==> src/rtl/icache_ctrl.sv <==
// Direct-mapped instruction cache controller.
// Blocking refill of one full line per miss, in word order.
module icache_ctrl #(
  parameter int N_LINES            = 8,
  parameter int N_CACHELINE_LENGTH = 4,
  parameter int BITSIZE            = 32
) (
  input  logic               clk,
  input  logic               rst_i,
  input  logic               flush_i,
  input  logic               req_i,
  input  logic [BITSIZE-1:0] addr_i,
  output logic               ack_o,
  output logic [BITSIZE-1:0] data_o,
  output logic               miss_o,
  output logic               mem_req_o,
  output logic [BITSIZE-1:0] mem_addr_o,
  input  logic               mem_valid_i,
  input  logic [BITSIZE-1:0] mem_data_i
);

  localparam int OW = $clog2(N_CACHELINE_LENGTH);
  localparam int IW = $clog2(N_LINES);
  localparam int TW = BITSIZE - OW - IW;
  localparam int NW = N_LINES * N_CACHELINE_LENGTH;
  localparam logic [OW-1:0] LAST = OW'(N_CACHELINE_LENGTH - 1);

  typedef enum logic [1:0] {
    IDLE,
    REFILL,
    RESP
  } state_t;

  state_t state_q, state_d;

  logic [TW-1:0]      tag_mem  [N_LINES];
  logic [BITSIZE-1:0] data_mem [NW];
  logic [N_LINES-1:0] valid_q;
  logic [BITSIZE-1:0] lat_q;
  logic [OW-1:0]      cnt_q;
  logic               pend_q;
  logic [BITSIZE-1:0] data_q;

  logic [OW-1:0] off, lat_off;
  logic [IW-1:0] idx, lat_idx;
  logic [TW-1:0] tag, lat_tag;

  assign off     = addr_i[OW-1:0];
  assign idx     = addr_i[OW+IW-1:OW];
  assign tag     = addr_i[BITSIZE-1:OW+IW];
  assign lat_off = lat_q[OW-1:0];
  assign lat_idx = lat_q[OW+IW-1:OW];
  assign lat_tag = lat_q[BITSIZE-1:OW+IW];

  logic hit, blocked, take, refill_wr, last_word;

  // A pending or live flush owns the IDLE cycle; the request waits.
  assign hit       = valid_q[idx] && (tag_mem[idx] == tag);
  assign blocked   = flush_i || pend_q;
  assign take      = (state_q == IDLE) && req_i && !blocked && !rst_i;
  assign refill_wr = !rst_i && (state_q == REFILL) && mem_valid_i;
  assign last_word = refill_wr && (cnt_q == LAST);

  assign ack_o      = (state_q == RESP);
  assign mem_req_o  = (state_q == REFILL);
  assign miss_o     = take && !hit;
  assign mem_addr_o = {lat_q[BITSIZE-1:OW], cnt_q};
  assign data_o     = data_q;

  always_comb begin
    state_d = state_q;
    unique case (state_q)
      IDLE: begin
        if (take) state_d = hit ? RESP : REFILL;
      end
      REFILL: begin
        if (mem_valid_i && (cnt_q == LAST)) state_d = RESP;
      end
      RESP:    state_d = IDLE;
      default: state_d = IDLE;
    endcase
  end

  always_ff @(posedge clk) begin
    if (rst_i) begin
      state_q <= IDLE;
      valid_q <= '0;
      cnt_q   <= '0;
      pend_q  <= 1'b0;
      data_q  <= '0;
    end else begin
      state_q <= state_d;
      unique case (state_q)
        IDLE: begin
          if (blocked) begin
            valid_q <= '0;
            pend_q  <= 1'b0;
          end else if (req_i) begin
            if (hit) begin
              data_q <= data_mem[{idx, off}];
            end else begin
              cnt_q        <= '0;
              valid_q[idx] <= 1'b0;
            end
          end
        end
        REFILL: begin
          if (flush_i) pend_q <= 1'b1;
          if (mem_valid_i) begin
            cnt_q <= cnt_q + 1'b1;
            if (cnt_q == LAST) begin
              valid_q[lat_idx] <= 1'b1;
              data_q <= (lat_off == LAST) ? mem_data_i
                                          : data_mem[{lat_idx, lat_off}];
            end
          end
        end
        RESP: begin
          if (flush_i) pend_q <= 1'b1;
        end
        default: ;
      endcase
    end
  end

  // Storage arrays and the latched miss address carry no reset.
  always_ff @(posedge clk) begin
    if (take && !hit) lat_q <= addr_i;
    if (last_word) tag_mem[lat_idx] <= lat_tag;
    if (refill_wr) data_mem[{lat_idx, cnt_q}] <= mem_data_i;
  end

endmodule

==> config.mk <==
export PLATFORM = sky130hd
export DESIGN_NAME = icache_ctrl
export DESIGN_NICKNAME = d
export VERILOG_FILES = /design/src/rtl/icache_ctrl.sv
export SDC_FILE = /design/constraint.sdc
export NUM_CORES = 1
export LEC_CHECK = 0
export CAP_MARGIN = 10
export CELL_PAD_IN_SITES_DETAIL_PLACEMENT = 0
export CELL_PAD_IN_SITES_GLOBAL_PLACEMENT = 2
export CORE_UTILIZATION = 39
export DETAILED_ROUTE_END_ITERATION = 8
export PLACE_DENSITY_LB_ADDON = 0.05
export RECOVER_POWER = 25
export SYNTH_ARGS = -nofsm -noshare
export SYNTH_HDL_FRONTEND = slang
export SYNTH_SLANG_ARGS = --single-unit
export TNS_END_PERCENT = 20
==> constraint.sdc <==
create_clock -name clk -period 6.3 [get_ports clk]
set_input_delay 1.575 -clock clk [delete_from_list [all_inputs] [get_ports clk]]
set_output_delay 1.575 -clock clk [all_outputs]
set_load 0.1 [all_outputs]
Figure 1. Placed standard cells.
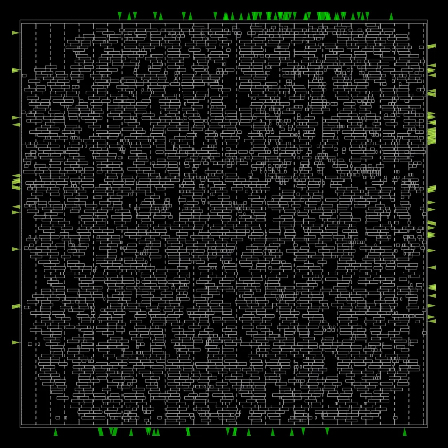
fillers: 12600
cell row count: 142
number of standard cells in the layout, taps in and fillers out: 5255
sequential cell area share: 0.570
final cell utilization of the core: 0.457

Figure 2. Sequential cells colored by netlist name.
The bar under the picture is 100 µm long. Other sequential cells in the stronger gray, the rest of the logic in the fainter gray.
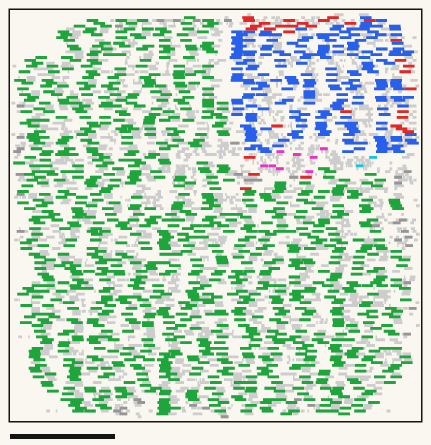
Cyan shows `cnt_q`, placed flops 2. Green shows `data_mem`, placed flops 1024, where widely spread. Magenta shows `valid_q`, placed flops 8. Red shows `lat_q`, placed flops 32. Blue shows `tag_mem`, placed flops 216.
Another 40 sequential cells are not colored.

Figure 3. The metal 3 layer.
The bar under the picture is 100 µm long.
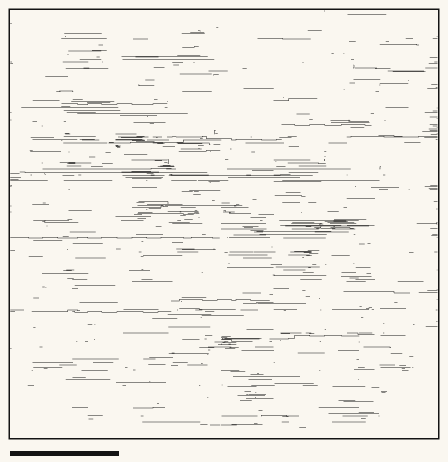
279 nets have wire on it. The longest straight run is 167 µm.

==> reports/results.tsv <==
stage	metric	value	unit
cts	cts-buffers-inserted	151	
logic_synthesis	synthCells	2928	
power_and_ir_drop	p_comb	1.74	mW
placed_design	dp_hpwl	102000	µm
cts	clock_tree.root_cell	sky130_fd_sc_hd__clkbuf_16	
logic_synthesis	ys_seq_elements	1322	
logic_synthesis	most_common_cell	sky130_fd_sc_hd__edfxtp_1	
global_route	global_route.usage.met1	0.347	
job	warnings	34	
logic_synthesis	compound_cell_area_share_of_the_yosys_netlist	0.0249	
run_status	failed_checks	max-capacitance violations, max-slew violations	
hold_path	worstHoldEndpoint	data_o[8]	
die	chip_height	392	µm
layout	most_common_cell_after_layout_fill_and_taps_aside	sky130_fd_sc_hd__edfxtp_1	
global_route	global_route.usage.met3	0.0395	
power_and_ir_drop	p_comb_frac	0.087	
final_timing	timing_hold_violations_final	0	
final_timing	fmax	165	MHz
routing	drt_first_pass_iters	5	
placed_design	count_of_input_and_output_buffers	135	
placed_design	dpl_worst_slack	238	ps
routing	drt_iter0_markers	3267	
setup_path	regToRegEndpoint	data_mem[29][10]	
setup_path	r2r_start	state_q[1]	
layout	area.share.combinational	0.281	
global_route	grt_max_degree	90	
run_status	run_status	finished, violations left	
power_and_ir_drop	max-vdd-ir-drop	0.221	mV
setup_path	crit_type	in -> out	
job	timing.max_cap.violations	1	
placed_design	post_placement_cell_area	0.0640	mm²
layout	layout-area-overhead-vs-synth	15.8	%
setup_path	reg2reg_slack	2250	ps
logic_synthesis	netlist_logic_family_top	multiplexers	
final_timing	report.final.slew_viol_count	34	
power_and_ir_drop	leakagePower	21.7	nW
layout	nonClockInverterCount	12	
logic_synthesis	dominantRegCellSynth	sky130_fd_sc_hd__edfxtp_1	
routing	post_drt_wl_per_cell	36.2	µm
cts	tritoncts	done	
final_timing	postLayoutSetupSlackWorst	246	ps
layout	logic_area	0.0193	mm²
routing	detail_route.drc_violations	0	
setup_path	timing.critical_path.from	addr_i[4]	
setup_path	crit_family	simple AND/OR/NAND/NOR gates	
final_timing	timing.clock.skew	17.6	ps
routing	via_count	32100	
Power figures rest on the tool's default switching activity, not on a simulated workload.
